$ cat config.mk
export PLATFORM = sky130hd
export DESIGN_NAME = nco_phase_fold
export DESIGN_NICKNAME = d
export VERILOG_FILES = /design/src/rtl/nco_phase_fold.sv
export SDC_FILE = /design/constraint.sdc
export NUM_CORES = 1
export LEC_CHECK = 0
export CAP_MARGIN = 15
export CORE_MARGIN = 10
export CORE_UTILIZATION = 40
export CTS_CLUSTER_SIZE = 40
export DETAILED_ROUTE_END_ITERATION = 7
export PLACE_DENSITY_LB_ADDON = 0.25
export SYNTH_ARGS = -nofsm -noshare
export SYNTH_HDL_FRONTEND = slang
export SYNTH_SLANG_ARGS = --single-unit
$ cat constraint.sdc
create_clock -name clk -period 3.9 [get_ports clk]
set_clock_uncertainty 0.15 [all_clocks]
set_input_delay 0.975 -clock clk [delete_from_list [all_inputs] [get_ports clk]]
set_output_delay 0.975 -clock clk [all_outputs]
set_load 0.05 [all_outputs]
$ cat src/rtl/nco_phase_fold.sv
// Phase-accumulator NCO front end: folds the full-circle phase into a quarter-wave table index and negate flag.
// Optional phase dither is enabled by defining NCO_PHASE_DITHER_EN.
module nco_phase_fold #(
    parameter int ACC_WIDTH   = 32,
    parameter int ANGLE_WIDTH = 10
) (
    input  logic                   clk,
    input  logic                   rst,
    input  logic [ACC_WIDTH-1:0]   freq_in,
    input  logic                   freq_wr,
    input  logic [ACC_WIDTH-1:0]   phase_offset,
    input  logic                   phase_clr,
    output logic [ANGLE_WIDTH-1:0] angle,
    output logic                   negate,
    output logic                   out_valid,
    input  logic                   out_ready
);

    localparam int PW       = ANGLE_WIDTH + 2;
    localparam int SHIFT    = ACC_WIDTH - PW;
    localparam int DITH_RAW = ACC_WIDTH - 2 - ANGLE_WIDTH;
    localparam int DITH_W   = (DITH_RAW < 16) ? DITH_RAW : 16;

    logic [ACC_WIDTH-1:0]   acc_q, acc_d;
    logic [ACC_WIDTH-1:0]   freq_q, freq_d;
    logic [PW-1:0]          p_q, p_d;
    logic                   s1_valid_q, s1_valid_d;
    logic [ANGLE_WIDTH-1:0] angle_q, angle_d;
    logic                   negate_q, negate_d;
    logic                   out_valid_q, out_valid_d;

    logic                   adv;
    logic [ACC_WIDTH-1:0]   dith;
    logic [ACC_WIDTH-1:0]   p_sum;
    logic [PW-1:0]          p_next;
    logic [1:0]             quad;
    logic [ANGLE_WIDTH-1:0] idx;

    assign adv = !out_valid_q || out_ready;

`ifdef NCO_PHASE_DITHER_EN
    localparam logic [15:0] LFSR_SEED = 16'hACE1;
    localparam logic [15:0] LFSR_TAPS = 16'hB400;
    localparam logic [15:0] DITH_MASK = 16'((32'd1 << DITH_W) - 32'd1);

    logic [15:0] lfsr_q, lfsr_d;

    // Galois LFSR (x^16+x^14+x^13+x^11+1), right-shifting form
    always_comb begin
        lfsr_d = lfsr_q;
        if (phase_clr) begin
            lfsr_d = LFSR_SEED;
        end else if (adv) begin
            lfsr_d = {1'b0, lfsr_q[15:1]} ^ (lfsr_q[0] ? LFSR_TAPS : 16'h0000);
        end
    end

    always_ff @(posedge clk or posedge rst) begin
        if (rst) begin
            lfsr_q <= LFSR_SEED;
        end else begin
            lfsr_q <= lfsr_d;
        end
    end

    assign dith = ACC_WIDTH'(lfsr_q & DITH_MASK);
`else
    assign dith = '0;
`endif

    // Only the quadrant and index bits of the offset phase are kept; the rest is truncated
    assign p_sum  = acc_q + phase_offset + dith;
    assign p_next = PW'(p_sum >> SHIFT);
    assign quad   = p_q[PW-1 -: 2];
    assign idx    = p_q[ANGLE_WIDTH-1:0];

    always_comb begin
        freq_d      = freq_wr ? freq_in : freq_q;
        acc_d       = acc_q;
        p_d         = p_q;
        s1_valid_d  = s1_valid_q;
        angle_d     = angle_q;
        negate_d    = negate_q;
        out_valid_d = out_valid_q;
        if (phase_clr) begin
            acc_d       = '0;
            s1_valid_d  = 1'b0;
            out_valid_d = 1'b0;
        end else if (adv) begin
            acc_d       = acc_q + freq_q;
            p_d         = p_next;
            s1_valid_d  = 1'b1;
            out_valid_d = s1_valid_q;
            // Odd quadrants mirror by bitwise inversion; the table is sampled at (i+0.5)
            angle_d     = quad[0] ? ~idx : idx;
            negate_d    = quad[1];
        end
    end

    always_ff @(posedge clk or posedge rst) begin
        if (rst) begin
            acc_q       <= '0;
            freq_q      <= '0;
            p_q         <= '0;
            s1_valid_q  <= 1'b0;
            angle_q     <= '0;
            negate_q    <= 1'b0;
            out_valid_q <= 1'b0;
        end else begin
            acc_q       <= acc_d;
            freq_q      <= freq_d;
            p_q         <= p_d;
            s1_valid_q  <= s1_valid_d;
            angle_q     <= angle_d;
            negate_q    <= negate_d;
            out_valid_q <= out_valid_d;
        end
    end

    assign angle     = angle_q;
    assign negate    = negate_q;
    assign out_valid = out_valid_q;

endmodule

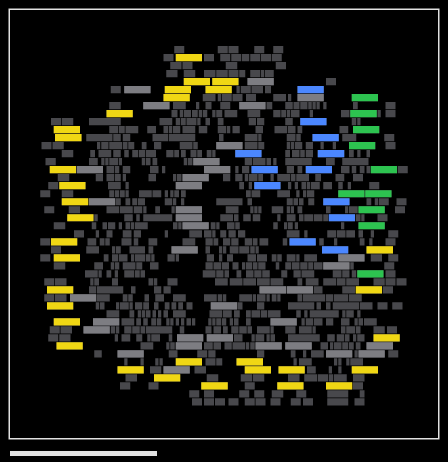
run_1/ff_map.png
Scale bar: 50 µm. Other sequential cells in the stronger grey, the rest of the logic in the fainter grey.
legend:
  freq_q:
    colour: yellow
    flops: 32
    where: spread over the die
  p_q:
    colour: blue
    flops: 12
  angle:
    colour: green
    flops: 10
not coloured: 35

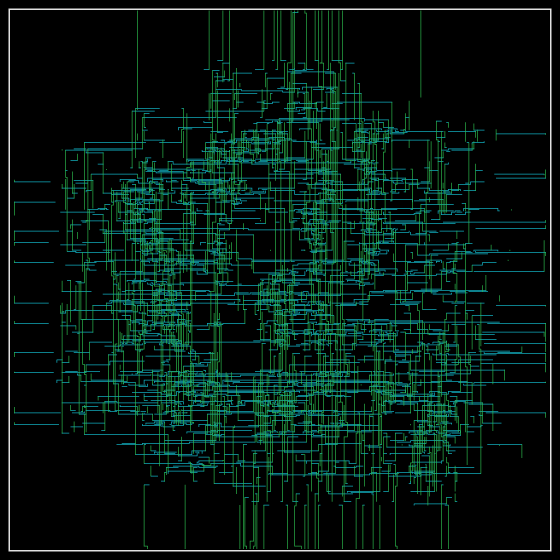
run_1/layers.png
Only two layers are drawn.
legend:
  M1:
    colour: cyan
    wire_length: 7450 µm
  M2:
    colour: green
    wire_length: 8060 µm
GRT Total Usage: 15.7%
routed length per instance: 16.9 µm

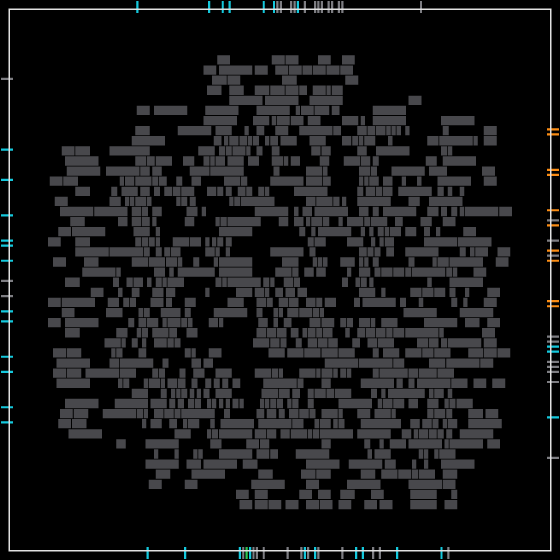
run_1/pinout.png
Pins as bars across the die edge, other pins in grey.
legend:
  angle:
    colour: orange
    pins: 10
    direction: output
    edge: right
  freq_in:
    colour: cyan
    pins: 32
    direction: input
    edge: 12 left, 10 bottom, 7 top, 3 right
  out_valid:
    colour: green
    pins: 1
    direction: output
    edge: bottom
all pins by edge: 23 right, 23 bottom, 20 top, 15 left

==> notes.md, run 1 <==
fresh numbers from the pnr run: Hold WS 328 ps, WL met1 roughly 7500 µm, critical-path maximum fanout 4, Area leader share a little over a third, final core occ roughly half, met2 routed wirelength ~8100 µm, Logic pwr share 54.4%, Post-Synth Simple-Gate Area roughly 15%, seq pwr 1480 µW, Placement Cell Area about 0.0073 mm², total tool warning count 26, Top pwr grp combinational logic, post-synthesis sequential area ratio 35.4%, die x size 145 µm, Post-synth regs 89, drt initial violations 293, Final Wtd Congestion 0.928, Worst R2R Setup Slack between 600 and 700 ps, max-cap violations 0, CTS tree built, Flop area 0.00223 mm², biggest area cells dfrtp_1 35%, ha_1 12%, mux2_2 5.6%, nand2_1 5.3%, a21oi_1 4.9%, Top logic family AND-OR/OR-AND gates, Cell Type Count approximately 66, Floorplan Nets approximately 800, Inst Count DP 958, PwrDens 698 mW/mm², leakage 0.00343 µW, comb_multi_in between 500 and 600, HP Class register to register, Logic area between 0.003 and 0.004 mm², worst setup margin 476 ps, commonest non-fill, non-tap cells in the layout 89 x nand2_1, 89 x dfrtp_1, 80 x clkdlybuf4s50_1, 62 x a21oi_1, 61 x ha_1, DRT Pass-1 Iters 5, inverters 18, ys cells ~700, DRT Wirelength 16400 µm, pre-CTS setup slack ~100 ps, Crit. Startpoint phase_offset[1], critical path capture point type register, Hold Crit Start angle[9], num sequential roughly 89, CP delay by family, top AND-OR/OR-AND gates, clk latency late pin 350 ps, Worst Path Buf+Inv 1, gr busiest metal met2, Die H 145 µm, kind of start point of the critical path primary input, asr flop ratio synth 100%, Setup TNS 0 ps, chip area roughly 0.021 mm², reg2reg path depth 11, Routed Antenna Nets 0, final instance area 0.00766 mm², final worst-path cycle share 87.8%, Final Total Pwr 5340 µW, setup repair bufs after CTS 0, CTS root buffer clkbuf_16, met3 usage 3.91%, Reg-to-Reg Start acc_q[0], highest routed layer met4, clock network area share 4.31%, Tightest Pin Transition 745 ps, pin count of the biggest net entering global routing 49, buffering overhead 11.4%, # port buffers about 80, mapped cell area roughly 0.0063 mm², DR WL met3 769 µm, core box area 0.0153 mm², grt met1 use around 20%, Min-Delay Endpoint angle[9], slew margin rel. 50.3%, Max IR drop VDD ~0.27 mV, CTS Buf Count 9, FMAX 292 MHz, Resize count post-CTS 0, list of most frequent post-synthesis cells 89 x dfrtp_1, 89 x nand2_1, 62 x a21oi_1, CTS Hold Bufs 0, endpoints failing setup 0, Num Clock Sinks 89, Seq area share about 29%, switching share of power 42.2%, Critical Path RT 4000 ps, Rows 45, Final Non-Filler Cells 974, Yosys top cell by area dfrtp_1, Clk. pwr 961 µW, Worst Hold Path Cells 2, max incr delay on CP 410 ps, Tmin final 3420 ps, dominant class by area logic gates, CP Class primary input to register, status complete, no violations, DRC 0, crit path cell chain clkdlybuf4s50_1 > ha_1 > a31o_1 > a211oi_1 > a2bb2oi_1 > a211o_1 > a21oi_2 > o31a_1 > o21a_1 > o311ai_1, Buffers excl. clock 88, critical path depth in cells 10, end point of the critical path p_q[11], Slew Limit Fails 0, clock buf count 11, number of well taps between 200 and 250
run_1/clock_nets.png
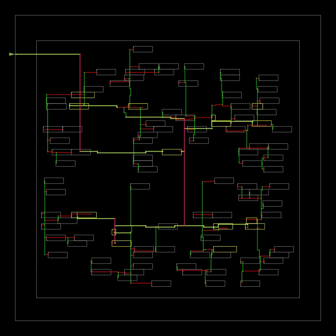

## Run 2: what changed since run 1
--- a/config.mk
+++ b/config.mk
@@ -11,6 +11,7 @@
 export CTS_CLUSTER_SIZE = 40
 export DETAILED_ROUTE_END_ITERATION = 7
 export PLACE_DENSITY_LB_ADDON = 0.25
+export REMOVE_ABC_BUFFERS = 1
 export SYNTH_ARGS = -nofsm -noshare
 export SYNTH_HDL_FRONTEND = slang
 export SYNTH_SLANG_ARGS = --single-unit
==> constraint.sdc (replaced) <==
create_clock -name clk -period 3.3 [get_ports clk]
set_clock_uncertainty 0.15 [all_clocks]
set_input_delay 0.825 -clock clk [delete_from_list [all_inputs] [get_ports clk]]
set_output_delay 0.825 -clock clk [all_outputs]
set_load 0.05 [all_outputs]
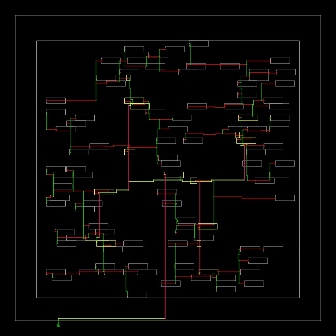
run_2/clock_nets.png
Num Clock Sinks: 89
clock buf count: 10
CTS Buf Count: 9
num sequential: 89
clk latency late pin: 350 ps

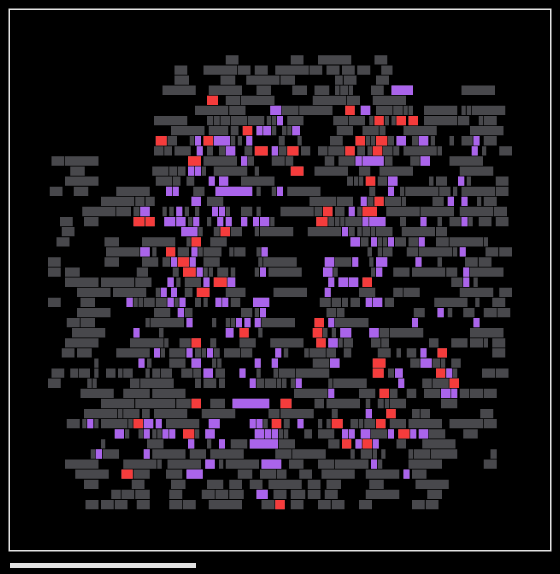
run_2/gates.png
Scale bar: 50 µm.
legend:
  non-inverting ao/oa cells:
    colour: red
    cells: 55
    most_used: a21o_1
  aoi and oai cells:
    colour: purple
    cells: 164
    most_used: a21oi_1

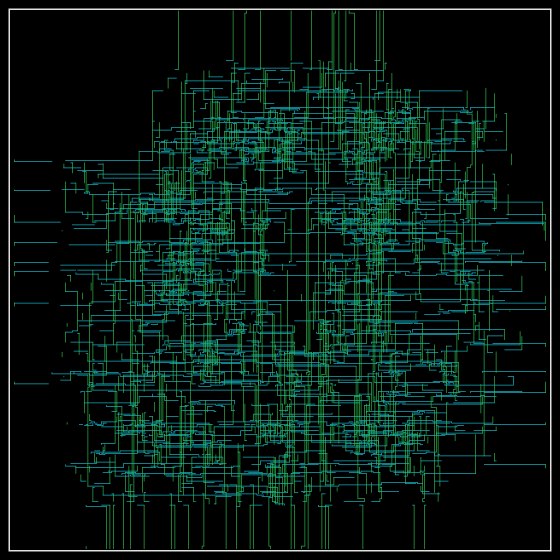
run_2/layers.png
Only two layers are drawn.
legend:
  M2:
    colour: green
    wire_length: 7740 µm
  M1:
    colour: cyan
    wire_length: 8320 µm

==> run 2 against run 1 <==
Power increased by 21%. Non-clock buffer count increased by 26. Die area unchanged. Routed wire length increased by 3.8%. Sequential power increased by 19%. Flip-flop count unchanged. Synthesized area unchanged. Final cell count increased by 2.6%. Critical path type unchanged. Critical endpoint unchanged. Largest power group unchanged. Highest routed layer unchanged.
==> notes.md, run 2 <==
fresh numbers from the pnr run: Final Wtd Congestion 0.903 (-2.7%), Tmin final 3230 ps, Post-synth regs 89 (unchanged), Critical Path RT 3410 ps (-590 ps), Top pwr grp combinational logic, Post-Synth Simple-Gate Area 15.3% (unchanged), PwrDens 818 mW/mm² (+17%), Logic pwr share 56.5% (+2.1 points), commonest non-fill, non-tap cells in the layout 89 x nand2_1, 89 x dfrtp_1, 80 x clkdlybuf4s50_1, 62 x a21oi_1, 59 x ha_1, final instance area 0.00790 mm² (+3.1%), met2 routed wirelength 7740 µm (-4.0%), status complete, no violations, Routed Antenna Nets 0 (unchanged), setup repair bufs after CTS 0 (unchanged), WL met1 8320 µm (+12%), buffering overhead 13.8% (+2.4 points), post-synthesis sequential area ratio 35.4% (unchanged), DR WL met3 700 µm (-9.0%), CTS Hold Bufs 0 (unchanged), dominant class by area logic gates, CP delay by family, top buffers and inverters, GRT Total Usage 15.9% (+0.22 points), pin count of the biggest net entering global routing 52 (+6.1%), Resize count post-CTS 2 (+2), Max IR drop VDD 0.316 mV (+17%), DRC 0 (unchanged), final worst-path cycle share 97.8%, inverters 18 (unchanged), total tool warning count 26 (unchanged), Crit. Startpoint phase_offset[14], Cell Type Count 66 (unchanged), asr flop ratio synth 100% (unchanged), Buffers excl. clock 114 (+30%), critical path capture point type register, CP Class primary input to register, Min-Delay Endpoint negate, grt met1 use 21.8% (+1.8 points), DRT Pass-1 Iters 5 (unchanged), Seq area share 28.2% (-0.88 points), Inst Count DP 984 (+2.7%), die x size 145 µm (unchanged), list of most frequent post-synthesis cells 89 x dfrtp_1, 89 x nand2_1, 62 x a21oi_1, routed length per instance 17.1 µm (+1.2%), met3 usage 2.64% (-1.3 points), Logic area 0.00395 mm² (+1.4%), Yosys top cell by area dfrtp_1, chip area 0.0211 mm² (unchanged), Top logic family AND-OR/OR-AND gates, DRT Wirelength 17100 µm (+3.8%), HP Class register to register, kind of start point of the critical path primary input, ys cells 684 (unchanged), Rows 45 (unchanged), leakage 0.00357 µW (+4.0%), Final Total Pwr 6460 µW (+21%), endpoints failing setup 0 (unchanged), Hold Crit Start p_q[11], slew margin rel. 60.3% (+10 points), drt initial violations 437 (+49%), Slew Limit Fails 0 (unchanged), mapped cell area 0.00629 mm² (unchanged)
Power figures rest on the tool's default switching activity, not on a simulated workload.
